## src/rtl/spi_slave_rx.sv

```systemverilog
// SPI mode-0 responder, LSB-first: oversamples sclk/cs/mosi in the clk domain,
// deserialises BITS-bit frames to rx_data and returns a preloaded word on miso.
module spi_slave_rx #(
  parameter int BITS    = 12,
  parameter int SYNC_FF = 2
) (
  input  logic            clk,
  input  logic            rst,
  input  logic            sclk,
  input  logic            cs,
  input  logic            mosi,
  output logic            miso,
  input  logic [BITS-1:0] tx_data,
  input  logic            tx_load,
  output logic [BITS-1:0] rx_data,
  output logic            rx_valid,
  output logic            busy,
  output logic            frame_err
);
  localparam int CW = $clog2(BITS + 1);
  localparam int IW = $clog2(BITS);

  typedef enum logic [1:0] {IDLE, SHIFT, DONE} state_t;

  logic [SYNC_FF-1:0] sclk_ff, cs_ff, mosi_ff, fill;
  logic               sclk_s, cs_s, mosi_s, sclk_q;
  logic               sclk_rise, sclk_fall;
  logic               armed, pend;
  state_t             state;
  logic [CW-1:0]      bit_cnt;
  logic [BITS-1:0]    shadow, shadow_nxt, tx_shift, rx_shift;

  always_ff @(posedge clk) begin
    if (rst) begin
      sclk_ff <= '0;
      cs_ff   <= '1;
      mosi_ff <= '0;
      fill    <= '0;
      sclk_q  <= 1'b0;
    end else begin
      sclk_ff <= {sclk_ff[SYNC_FF-2:0], sclk};
      cs_ff   <= {cs_ff[SYNC_FF-2:0], cs};
      mosi_ff <= {mosi_ff[SYNC_FF-2:0], mosi};
      fill    <= {fill[SYNC_FF-2:0], 1'b1};
      sclk_q  <= sclk_s;
    end
  end

  assign sclk_s     = sclk_ff[SYNC_FF-1];
  assign cs_s       = cs_ff[SYNC_FF-1];
  assign mosi_s     = mosi_ff[SYNC_FF-1];
  assign sclk_rise  = sclk_s & ~sclk_q;
  assign sclk_fall  = ~sclk_s & sclk_q;
  // A load coinciding with frame start must reach that frame.
  assign shadow_nxt = tx_load ? tx_data : shadow;

  always_ff @(posedge clk) begin
    if (rst) begin
      state     <= IDLE;
      bit_cnt   <= '0;
      shadow    <= '0;
      tx_shift  <= '0;
      rx_shift  <= '0;
      rx_data   <= '0;
      rx_valid  <= 1'b0;
      frame_err <= 1'b0;
      busy      <= 1'b0;
      miso      <= 1'b0;
      armed     <= 1'b0;
      pend      <= 1'b0;
    end else begin
      rx_valid  <= 1'b0;
      frame_err <= 1'b0;
      shadow    <= shadow_nxt;
      // A frame may only start after cs has been genuinely seen high since
      // reset, so a cs held low across reset never opens a frame.
      if (fill[SYNC_FF-1] && cs_s) armed <= 1'b1;
      if (pend) begin
        rx_data  <= rx_shift;
        rx_valid <= 1'b1;
        pend     <= 1'b0;
      end
      case (state)
        IDLE: begin
          if (armed && !cs_s) begin
            state    <= SHIFT;
            bit_cnt  <= '0;
            tx_shift <= shadow_nxt;
            miso     <= shadow_nxt[0];
            busy     <= 1'b1;
            armed    <= 1'b0;
          end
        end
        SHIFT: begin
          if (cs_s) begin
            // cs release outranks a same-cycle sclk rise; that bit is dropped.
            frame_err <= 1'b1;
            state     <= IDLE;
            busy      <= 1'b0;
            miso      <= 1'b0;
          end else if (sclk_rise) begin
            rx_shift[bit_cnt[IW-1:0]] <= mosi_s;
            bit_cnt <= bit_cnt + 1'b1;
            if (bit_cnt == CW'(BITS - 1)) begin
              state <= DONE;
              pend  <= 1'b1;
            end
          end else if (sclk_fall) begin
            tx_shift <= tx_shift >> 1;
            miso     <= tx_shift[1];
          end
        end
        DONE: begin
          if (cs_s) begin
            state <= IDLE;
            busy  <= 1'b0;
            miso  <= 1'b0;
          end else if (sclk_fall) begin
            miso <= 1'b0;
          end
        end
        default: state <= IDLE;
      endcase
    end
  end
endmodule

```

## config.mk

```make
export PLATFORM = sky130hd
export DESIGN_NAME = spi_slave_rx
export DESIGN_NICKNAME = d
export VERILOG_FILES = /design/src/rtl/spi_slave_rx.sv
export SDC_FILE = /design/constraint.sdc
export NUM_CORES = 1
export LEC_CHECK = 0
export CORE_UTILIZATION = 25
export DETAILED_ROUTE_END_ITERATION = 12
export SETUP_SLACK_MARGIN = 0.4
export SLEW_MARGIN = 20
export SYNTH_ARGS = -nofsm -noshare
export SYNTH_HDL_FRONTEND = slang
export SYNTH_SLANG_ARGS = --single-unit
export TNS_END_PERCENT = 20
```

## constraint.sdc

```tcl
create_clock -name clk -period 4.9 [get_ports clk]
set_input_delay 1.225 -clock clk [delete_from_list [all_inputs] [get_ports clk]]
set_output_delay 1.225 -clock clk [all_outputs]
set_load 0.05 [all_outputs]
```

==> results.toml, run 1 <==
# implementation run metrics
[status]
run_status = "finished clean"

[cells_and_area]
mi_logic_area_sq_um = 1370
fin_area_sq_um = 3570
synthesis_to_layout_area_growth_pct = 26.1
finish.net_count = 350
insertedDiodeCount = 0
mostFrequentLayoutCells = "dfxtp_1 (68), nor2_1 (53), mux2i_1 (48), clkdlybuf4s50_1 (32)"
fillCellCount = 1164
seq_area_sq_um = 1360
layout.cells.non_filler = 468
layout_top_cell_excl_fill_tap = "dfxtp_1"
drive_above_1_share_pct = 7.62

[floorplan]
core-area_sq_um = 10900
ios = 34
dieHeight_um = 108
rows = 38
floorplanUtilization_pct = 25.9
die-area_sq_um = 11800
die_wd_um = 108

[synth]
synth-cells-yosys = 295
synth-area-yosys_sq_um = 2830
yosysTopAreaCell = "dfxtp_1"
synth-compound-area-share_pct = 8.52
mappedNetlistNets = 322
synth_adder_area_share_pct = 3.98
post_synth_xor_area_fraction_pct = 0
synth_sequential_area_ratio_pct = 48.1
syn_area_sq_um = 2830
synth-seq-cells = 68
synth_area_per_cell_sq_um = 9.60
logic_family = "simple AND/OR/NAND/NOR gates"
synth.top_cell.area_share_pct = 48.1
synth.distinct_cells = 37
netlist_top_cells_area = "dfxtp_1 (48%), mux2i_1 (17%), nor2_1 (7.0%)"
mux_area_share_pct = 17.0
synthesis.instances = 295
synthesis.yosys.warnings = 0
synth-simple-area-share_pct = 18.7

[clock_tree]
cts_tree = "built"
largest_buffer_count_on_any_clock_path = 2
post_cts_resized = 0
cts.reportedPaths.clkPinSlew_ns = 0.06
worstSkewPairLatency_ns = 0.32
numCtsBuffers = 9
cts.repair_timing.setup_buffer_count = 0
ctsHtreeMaxLevel = 3
clock_tree.root_cell = "clkbuf_16"
hold_buf_cts = 0
clock-sinks = 68

[setup_path]
timing_worst_setup_path_type = "flip-flop to flip-flop"
crit_path_max_incr_delay_ns = 0.88
timing.critical_path.from_type = "flip-flop"
crit_top_cell = "nor2_1"
critical_path_required_ns = 5.09
r2r_end = "tx_shift[5]"
ff2ff_setup_slack_ns = 2.07
timing.critical_path.arrival_ns = 3.02
worstReg2RegStart = "state[1]"
crit_chain = "inv_1, ha_1, nor2_1, a2111oi_4, buf_6, mux2i_1, nor2_1"
worst_path_max_delay_cell = "ha_1"
worstPathMaxFanout = 31
timing.reg2reg.worst_path_depth = 7
timing.critical_path.to_type = "flip-flop"

[drt]
viasPerCell = 4.41
drtPass1Iterations = 4
routed_wire_length_per_instance_um = 12.3
routed_wire_length_um = 5740
initialDrtViolationCount = 117
drc = 0
postRouteAntennaNets = 0
routed-via-count = 2064

[timing]
max_slew_violation_count = 0
final.min_clock_period_ns = 2.83
finalCritPeriodShare_pct = 57.7
clock.fmax_mhz = 354
finalSetupTns_ns = 0
slew_headroom_pct = 29.8
clock-skew-final_ns = 0.00586
setup_ws_ns = 2.07
timing.final.hold_violations = 0
final-setup-viol-count = 0
max_slew.worst_pin.slew_ns = 1.05
rsz0062_at_grt = "no"

[power_and_ir_drop]
ir_worst_vdd_uv = 135
p_leak_nw = 1.38
power-per-cell-area_nw_per_um2 = 360

[placed_design]
postPlaceCellArea_sq_um = 3260
dp_cells = 451
hpwl_um = 3760
placement.io_buffers = 33
gp_routability_congestion = 0.764
dp_slack_ns = 1.87

[min_path]
whs_endpoint = "cs_ff[1]"
hp-start = "cs_ff[0]"
hp-class = "flip-flop to flip-flop"
min_delay_path_depth = 1

[job]
stage_log_warnings = 33
cap_viol_max_count = 0

[global_routing]
grt_max_degree = 43
grt_overflow = 0
grt_pass1_wl_um = 9770
vias_in_the_first_global_route = 2123
antenna_found_initial = 0
gr-usage-all-layers_pct = 10.8
run 1: through the flow:
step                      hold WS [ns]  power [mW]  util (%)
after detailed placement         0.394       0.651      29.8
after floorplan                  0.389       0.625         -
final                            0.406        1.29      32.7
after global placement           0.395       0.649      29.8
after global routing             0.428        1.34      32.7
after CTS                        0.407        1.31      32.6
run 1: routing by layer:
metal  part of all wire [%]  vias to the layer above  GRT usage, %
met5                      0                        -             0
li1                       -                     1063             -
met2                     46                       42          17.7
met4                    1.0                        0          4.15
met3                    5.6                        8          3.50
met1                     48                      951          13.0
run 1: flip-flops by register name, indices dropped and copies added, names as in the netlist:
register   count
tx_shift      11
pend           1
mosi_ff        2
fill           2
miso           1
busy           1
rx_valid       1
shadow        12
rx_shift      12
cs_ff          2
state          2
rx_data       12
bit_cnt        4
sclk_ff        2
sclk_q         1
armed          1
frame_err      1
run 1: how the worst max path moves through the flow:
stage,endpoint,slack (ns),from,cells after the start
CTS,tx_shift[7],1.89,state[1],6
global route,tx_shift[5],1.86,state[1],7
floorplan,tx_shift[1],2.83,tx_load,5
detailed placement,tx_shift[7],1.87,tx_load,5
global placement,tx_shift[2],1.93,tx_load,5
finish,tx_shift[5],2.07,state[1],7
run 1: power by group:
group          internal [mW]  leakage [nW]  switching [mW]  total (mW)
combinational         0.0307         0.670          0.0351      0.0658
sequential             0.565         0.553         0.00682       0.572
clock                  0.407         0.153           0.241       0.648
run 1: worst max-delay path, delay by kind of cell (launching register included):
kind,cells,cell delay (ns)
flops,1,0.34
compound gates,1,0.59
fa+ha+maj,1,0.88
mux,1,0.20
buf+inv,2,0.37
simple gates,2,0.30
run 1: cell type report:
cell class / count / share of cell area (%)
multi-input cells: 202 / 38.2
flip-flops and latches: 68 / 38.1
repair buffers: 35 / 9.63
clock buffers: 10 / 6.69
well taps: 140 / 4.90
clock inverters: 6 / 1.75
inverters: 7 / 0.735
run 1: kinds of logic (layout without fill, tap and decap cells):
group,count (synthesis),in the layout
buffers and inverters,25,58
AND-OR/OR-AND,35,35
AND/OR/NAND/NOR,110,110
adder cells (fa/ha/maj),9,9
multiplexers,48,48
flip-flops,68,68
run 1: cell usage after synthesis:
library cell	count
dfxtp_1	68
nor2_1	53
mux2i_1	48
nand3_1	15
o21ai_0	15
nand2_1	12
nor2b_1	11
clkbuf_1	9
ha_1	9
inv_1	7
a21oi_1	6
buf_2	4
nand2b_1	4
buf_1	3
nor3b_1	3
a211oi_1	2
buf_4	2
nand4_1	2
o31ai_1	2
or2_2	2
or4_1	2
a2111oi_4	1
a21o_1	1
a221oi_1	1
a22o_1	1
a22oi_1	1
a32oi_1	1
a41o_1	1
and3_1	1
and4bb_2	1
nand2b_4	1
nand4b_1	1
nor3_1	1
nor4b_1	1
o21ba_2	1
o22a_1	1
o41ai_1	1
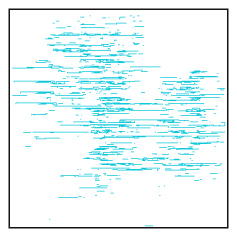
Figure 1: run 1, met1 routing.
(2 px per um)
wire length on this layer	2740 um
nets with wire on the layer	315
main direction	horizontal

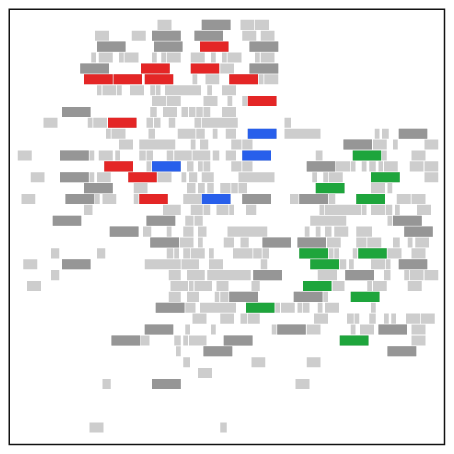
Figure 2: run 1, sequential cells grouped by signal name.
(4 px per um) Other sequential cells in the stronger gray, the rest of the logic in the fainter gray.
color	netlist name	flops
blue	bit_cnt	4
red	rx_shift	12
green	tx_shift	11
not colored	41

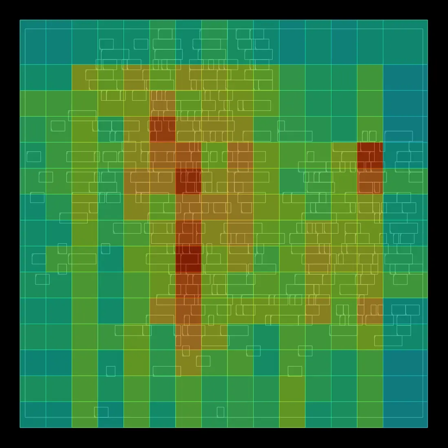
Figure 3: run 1, congestion heat map.
gr busiest metal: met2
met3 track utilization from global routing: 3.50%
met2 usage: 17.7%

Figure 4. Close-up of the layout (run 1).
Window x 69 to 94, y 69 to 94 um. Cells in gray, sequential cells in the stronger gray; small squares are vias.
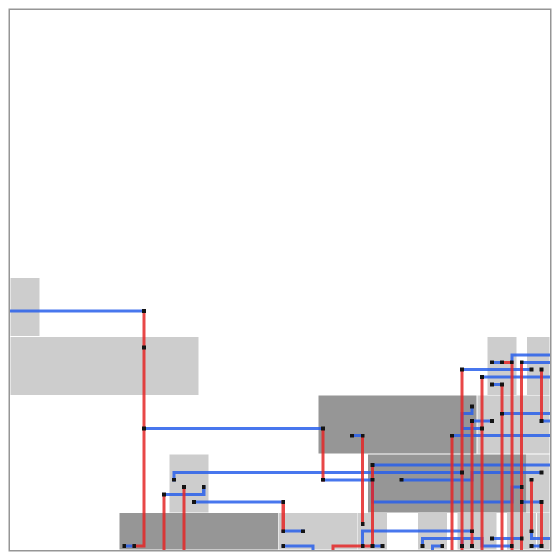

--- run 2 (diff from run 1) ---
clock period = 2.9 ns   (was 4.9 ns; I/O delays follow)
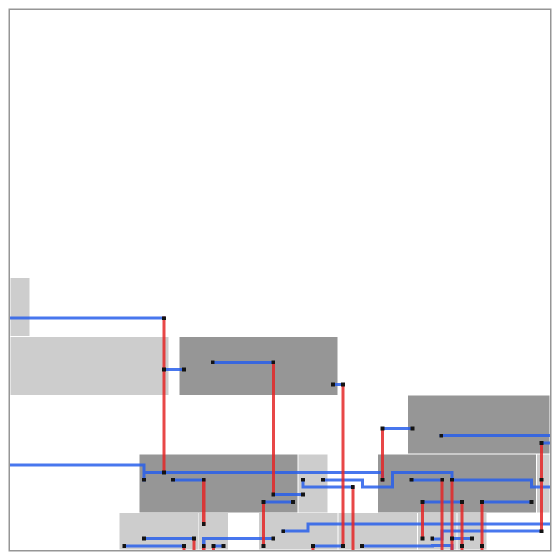
Figure 5: run 2, close-up of the layout.
Window x 69 to 94, y 69 to 94 um. Cells in gray, sequential cells in the stronger gray; small squares are vias.
color	layer
blue	metal 1
red	metal 2
sequential cells in the window	4
netlist names of flops here include	shadow (2), tx_shift (2)
cells with their middle in the window	12
most frequent	dfxtp_1 (4), mux2i_1 (3), nor2_1 (2)

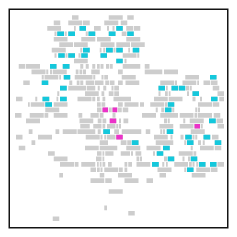
Figure 6: run 2, gate-type map.
(2 px per um)
color	family	cells
magenta	AND-OR and OR-AND gates	5
cyan	multiplexers	48

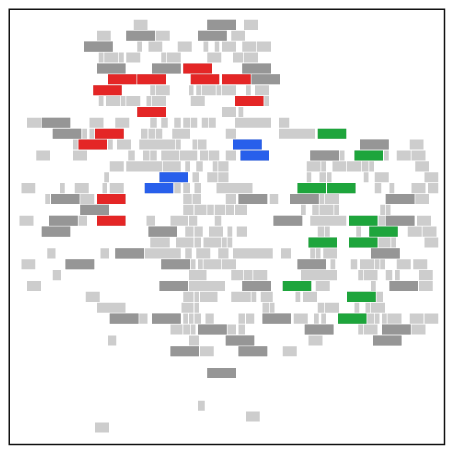
Figure 7: run 2, sequential cells grouped by signal name.
(4 px per um) Other sequential cells in the stronger gray, the rest of the logic in the fainter gray.
flop share of the area: 38.2%
flip-flop and latch power: 0.967 mW
utilization of the core after routing: 32.6%
Seq. cell area: 1360 sq um

==> results.toml, run 2 <==
# implementation run metrics
[setup_path]
worst_path_max_delay_cell = "clkdlybuf4s50_1"
timing.critical_path.from_type = "flip-flop"
critical_path_required_ns = 2.17
worstPathBufferInverterCount = 1
crit_path_max_incr_delay_ns = 0.83
cp_top_family = "buffers and inverters"
crit_chain = "clkdlybuf4s50_1"
timing.critical_path.to_type = "primary output"
worstPathMaxFanout = 2
timing_worst_setup_path_type = "flip-flop to primary output"
critical_path.startpoint = "miso"
timing.critical_path.arrival_ns = 1.53
worstReg2RegStart = "state[0]"

[cells_and_area]
mostFrequentLayoutCells = "dfxtp_1 (68), nor2_1 (53), mux2i_1 (48), clkdlybuf4s50_1 (32)"
layout_top_cell_excl_fill_tap = "dfxtp_1"
synthesis_to_layout_area_growth_pct = 25.8
finish.net_count = 352
reg.largest.list = "rx_data (12), rx_shift (12), shadow (12)"
drive_above_1_share_pct = 7.62
insertedDiodeCount = 0

[timing]
setup_ws_ns = 0.650
finalSetupTns_ns = 0
max_slew_violation_count = 0
whs_ns = 0.406
slew_headroom_pct = 52.8
clock.fmax_mhz = 444
finalCritPeriodShare_pct = 77.6
timing.final.hold_violations = 0
rsz0062_at_grt = "no"
max_slew.worst_pin.slew_ns = 0.707
final.min_clock_period_ns = 2.25
clock-skew-final_ns = 0.00790
final-setup-viol-count = 0

[drt]
postRouteAntennaNets = 0
routed_wire_length_um = 5410
routed-via-count = 2081
drtPass1Iterations = 4
drc = 0
initialDrtViolationCount = 121
viasPerCell = 4.45
routed_wire_length_per_instance_um = 11.6

[global_routing]
antenna_found_initial = 0
gr-usage-all-layers_pct = 10.0
grt_overflow = 0
grt_max_degree = 49
grt_pass1_wl_um = 9180
vias_in_the_first_global_route = 1997

[synth]
synth-cells-yosys = 295
synth_sequential_area_ratio_pct = 48.1
synth.most_common_cell = "dfxtp_1"
synthesis.instances = 295
yosysTopAreaCell = "dfxtp_1"
post_synth_xor_area_fraction_pct = 0
mux_area_share_pct = 17.0
synthesis.yosys.warnings = 0
synth.cells.most_frequent = "dfxtp_1 (68), nor2_1 (53), mux2i_1 (48)"
async_flop_share_pct = 0
logic_family = "simple AND/OR/NAND/NOR gates"
synth_area_per_cell_sq_um = 9.60
synth-area-yosys_sq_um = 2830
synth-seq-cells = 68
synth.top_cell.area_share_pct = 48.1
ys_dominant_reg_cell = "dfxtp_1"
synth_adder_area_share_pct = 3.98
syn_area_sq_um = 2830
synth-compound-area-share_pct = 8.52
synth-edff-count = 0
netlist_top_cells_area = "dfxtp_1 (48%), mux2i_1 (17%), nor2_1 (7.0%)"
mappedNetlistNets = 322
synth-simple-area-share_pct = 18.7
synth.distinct_cells = 37

[floorplan]
die-area_sq_um = 11800
ios = 34
dieHeight_um = 108
die_wd_um = 108
core-area_sq_um = 10900
floorplanUtilization_pct = 25.9
rows = 38

[clock_tree]
clock-sinks = 68
ctsHtreeMaxLevel = 3
largest_buffer_count_on_any_clock_path = 2
cts_tree = "built"
cts.repair_timing.setup_buffer_count = 0
post_cts_resized = 0
worstSkewPairLatency_ns = 0.32
cts.reportedPaths.clkPinSlew_ns = 0.06
hold_buf_cts = 0
numCtsBuffers = 9
clock_tree.root_cell = "clkbuf_16"

[job]
cap_viol_max_count = 0
stage_log_warnings = 33

[placed_design]
placement.io_buffers = 33
hpwl_um = 3720
dp_slack_ns = 0.752
gp_routability_congestion = 0.808

[power_and_ir_drop]
p_leak_nw = 1.36
totalPowerFinal_mw = 2.04
power-per-cell-area_nw_per_um2 = 574
ir_worst_vdd_uv = 211

[min_path]
hp-class = "flip-flop to flip-flop"
hp-start = "cs_ff[0]"

[status]
run_status = "finished clean"
==> run 2: cell counts after synthesis <==
No cell type changed its count.
==> run 2: final timing paths <==
kind         cells past startpoint         end  slack (ns)
max                              1        miso        0.65
min                              1    cs_ff[1]        0.41
max reg2reg                      6  bit_cnt[2]        0.80
min reg2reg                      1    cs_ff[1]        0.41
==> run 2: per-layer routing <==
metal  share of wire [%]  GRT usage, %
met4                0.46          3.76
met2                  46          16.4
met3                 4.1          3.07
met5                   0             0
met1                  50          12.3
==> run 2: report_power, final <==
part	total (mW)	leakage [nW]	internal, mW	switching, mW
registers	0.967	0.553	0.956	0.0115
logic	0.114	0.684	0.0545	0.0591
clock network	0.963	0.122	0.589	0.373
total	2.04	1.36	1.60	0.444
==> run 2: layout make-up <==
| class | count | area (sq um) |
|---|---|---|
| sequential | 68 | 1360 |
| tap | 140 | 175 |
| inverter | 7 | 26.3 |
| clock buffer | 10 | 239 |
| fill | 1114 | 7370 |
| multi-input combinational | 202 | 1370 |
| clock inverter | 4 | 27.5 |
| timing repair buffer | 37 | 368 |
==> run 2: logic make-up (layout without fill, tap and decap cells) <==
logic type,count (synthesis),count (layout)
AND-OR/OR-AND,35,35
adder cells (fa/ha/maj),9,9
buffers and inverters,25,58
flip-flops,68,68
multiplexers,48,48
AND/OR/NAND/NOR,110,110
==> run 2: metrics by stage <==
step / std cells / instance area [sq um]
after floorplan: 295 / 2830
after global placement: 454 / 3300
after detailed placement: 454 / 3300
after CTS: 468 / 3560
after global routing: 468 / 3560
final: 468 / 3560
Figure 8. Congestion heat map (run 2).
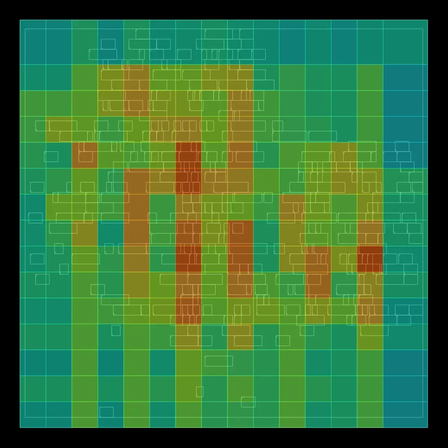

--- run 3 (diff from run 2) ---
clock period = 2.3 ns   (was 2.9 ns; I/O delays follow)
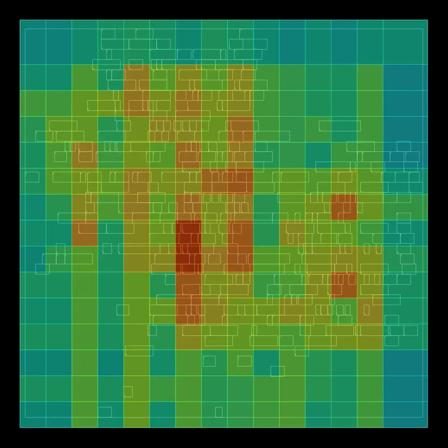
Figure 9: run 3, congestion heat map.
overall routing resource usage: 10.1%
met2 usage: 16.2%

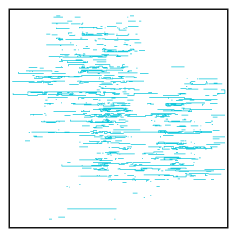
Figure 10: run 3, met1 routing.
(2 px per um)
longest straight run	28.1 um
nets with wire on the layer	322
wire length on this layer	2610 um
main direction	horizontal

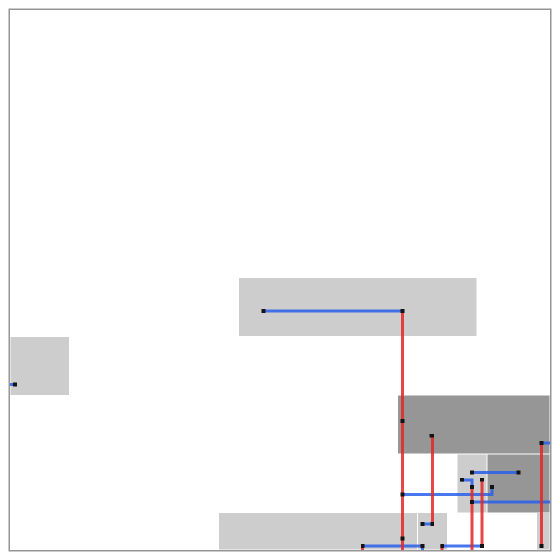
Figure 11: run 3, close-up of the layout.
Window x 69 to 94, y 69 to 94 um. Cells in gray, sequential cells in the stronger gray; small squares are vias.
color	layer
blue	metal 1
red	metal 2
sequential cells in the window	1
cells with their middle in the window	5
most frequent	nor2_1 (2)
netlist names of flops here include	shadow (1)

==> results.toml, run 3 <==
# implementation run metrics
[synth]
async_flop_share_pct = 0
syn_area_sq_um = 2830
mappedNetlistNets = 322
synth_adder_area_share_pct = 3.98
synth-edff-count = 0
synth-cells-yosys = 295
synth-simple-area-share_pct = 18.7
synth.cells.most_frequent = "dfxtp_1 (68), nor2_1 (53), mux2i_1 (48)"
logic_family = "simple AND/OR/NAND/NOR gates"
netlist_top_cells_area = "dfxtp_1 (48%), mux2i_1 (17%), nor2_1 (7.0%)"
synth-area-yosys_sq_um = 2830
synth.distinct_cells = 37
synth_sequential_area_ratio_pct = 48.1
ys_dominant_reg_cell = "dfxtp_1"
synthesis.yosys.warnings = 0
synth.most_common_cell = "dfxtp_1"
synth-compound-area-share_pct = 8.52
synth.top_cell.area_share_pct = 48.1
yosysTopAreaCell = "dfxtp_1"
synth_area_per_cell_sq_um = 9.60
synthesis.instances = 295
synth-seq-cells = 68
post_synth_xor_area_fraction_pct = 0
mux_area_share_pct = 17.0

[status]
run_status = "finished clean"

[power_and_ir_drop]
intPower_mw = 2.33
power-per-cell-area_nw_per_um2 = 791
power_frac_seq_pct = 41.8
power_switching_share_pct = 20.2
clock_power_share_pct = 53.2
power.net_switching_mw = 0.588
p_leak_nw = 1.47
totalPowerFinal_mw = 2.92
ir_worst_vdd_uv = 516
power.combinational.fraction_pct = 5.0

[global_routing]
antenna_found_initial = 0
vias_in_the_first_global_route = 2055
grt_overflow = 0
grt_max_degree = 24
grt_pass1_wl_um = 9310

[timing]
whs_ns = 0.413
finalCritPeriodShare_pct = 88.6
clock.fmax_mhz = 491
clock-skew-final_ns = 0.00585
max_slew_violation_count = 0
rsz0062_at_grt = "yes"
slew_headroom_pct = 53.3
timing.final.hold_violations = 0
setup_ws_ns = 0.263
max_slew.worst_pin.slew_ns = 0.699
final-setup-viol-count = 0
final.min_clock_period_ns = 2.04
finalSetupTns_ns = 0

[clock_tree]
cts.reportedPaths.clkPinSlew_ns = 0.06
clock-sinks = 68
numCtsBuffers = 9
clock_tree.root_cell = "clkbuf_16"
largest_buffer_count_on_any_clock_path = 2
ctsHtreeMaxLevel = 3
cts_tree = "built"
cts.repair_timing.setup_buffer_count = 0
worstSkewPairLatency_ns = 0.33

[min_path]
hp-class = "flip-flop to flip-flop"

[placed_design]
dp_slack_ns = 0.257
hpwl_um = 3830
dp_cells = 457
placement.io_buffers = 33
gp_routability_congestion = 0.769

[cells_and_area]
layout_top_cell_excl_fill_tap = "dfxtp_1"
mostFrequentLayoutCells = "dfxtp_1 (66), nor2_1 (53), mux2i_1 (48), clkdlybuf4s50_1 (26)"
synthesis_to_layout_area_growth_pct = 30.2
drive_above_1_share_pct = 10.5
insertedDiodeCount = 0
layout.cells.non_filler = 473
reg.largest.list = "rx_data (12), rx_shift (12), shadow (12)"
finish.net_count = 356

[setup_path]
timing.critical_path.from_type = "flip-flop"
timing.critical_path.arrival_ns = 1.46
critical_path_required_ns = 1.73
timing.critical_path.to_type = "primary output"
cp_top_family = "buffers and inverters"
worstPathBufferInverterCount = 1
worst_path_max_delay_cell = "clkdlybuf4s50_1"
worstPathMaxFanout = 2
crit_chain = "clkdlybuf4s50_1"
timing_worst_setup_path_type = "flip-flop to primary output"
crit_path_max_incr_delay_ns = 0.80

[drt]
drtPass1Iterations = 4
routed_wire_length_on_met2_um = 2530
detailroute.wirelength.met3_um = 279
routed-via-count = 2063
postRouteAntennaNets = 0
drc = 0
routed_wire_length_um = 5510
met1_routed_wirelength_after_detailed_routing_um = 2610
viasPerCell = 4.36
highest_routed_metal_layer = "met4"
initialDrtViolationCount = 106
routed_wire_length_per_instance_um = 11.6

[job]
cap_viol_max_count = 0
stage_log_warnings = 35

[floorplan]
floorplanUtilization_pct = 25.9
rows = 38
dieHeight_um = 108
core-area_sq_um = 10900
die-area_sq_um = 11800
die_wd_um = 108
ios = 34
-- run 3: cell types whose count changed in the layout (fill, tap and decap cells not counted), sizes merged --
cell | previous run | this run
clkdlybuf4s50 | 32 | 26
buf | 5 | 9
dlygate4sd2 | 0 | 4
bufinv | 0 | 3
dlymetal6s2s | 0 | 2
clkbuf | 10 | 9
clkinvlp | 3 | 2
-- run 3: cell families (layout without fill, tap and decap cells) --
family,count (synthesis),after routing
buffers and inverters,25,63
adders and majority gates,9,9
and+or+nand+nor,110,110
AOI/OAI and AO/OA,35,35
muxes,48,48
DFF,68,68
-- run 3: timing repair --
action                                  4_1_cts  5_1_grt
gates resized                                 7       10
hold buffers                                  0        0
pin swaps                                     0        1
endpoints found under the setup margin       29       27
gates cloned                                  1        0
-- run 3: path summary, 6_finish.rpt --
| check | from | to | slack [ns] | cells past startpoint |
|---|---|---|---|---|
| worst max-delay path | rx_data[0] | rx_data[0] | 0.26 | 1 |
| worst min register to register | cs_ff[0] | cs_ff[1] | 0.41 | 1 |
| worst max register to register | state[0] | bit_cnt[3] | 0.44 | 6 |
| worst min-delay path | cs_ff[0] | cs_ff[1] | 0.41 | 1 |
-- run 3: layout make-up --
type,count,area [sq um]
well taps,140,175
inverters,7,26.3
clock inverters,6,114
repair buffers,41,393
clock buffers,9,225
flip-flops and latches,68,1360
multi-input cells,202,1390
fillers,1130,7250
-- run 3: power by group through the flow --
stage	clock network (mW)	registers [mW]	logic (mW)
after floorplan	0	1.25	0.0833
after global placement	0	1.24	0.145
after detailed placement	0	1.25	0.147
after CTS	1.60	1.22	0.147
after global routing	1.65	1.22	0.161
final	1.55	1.22	0.145
-- run 3: metrics by stage --
stage               instance area, sq um  utilization, %
floorplan                           2830               -
global placement                    3310            30.2
detailed placement                  3310            30.2
CTS                                 3650            33.4
global route                        3690            33.7
finish                              3690            33.7
-- run 3: routing by layer --
layer,vias up,global-route usage [%]
met4,0,4.05
met2,33,16.2
met3,8,4.04
li1,1073,-
met1,949,12.0
met5,-,0
Power figures rest on the tool's default switching activity, not on a simulated workload.
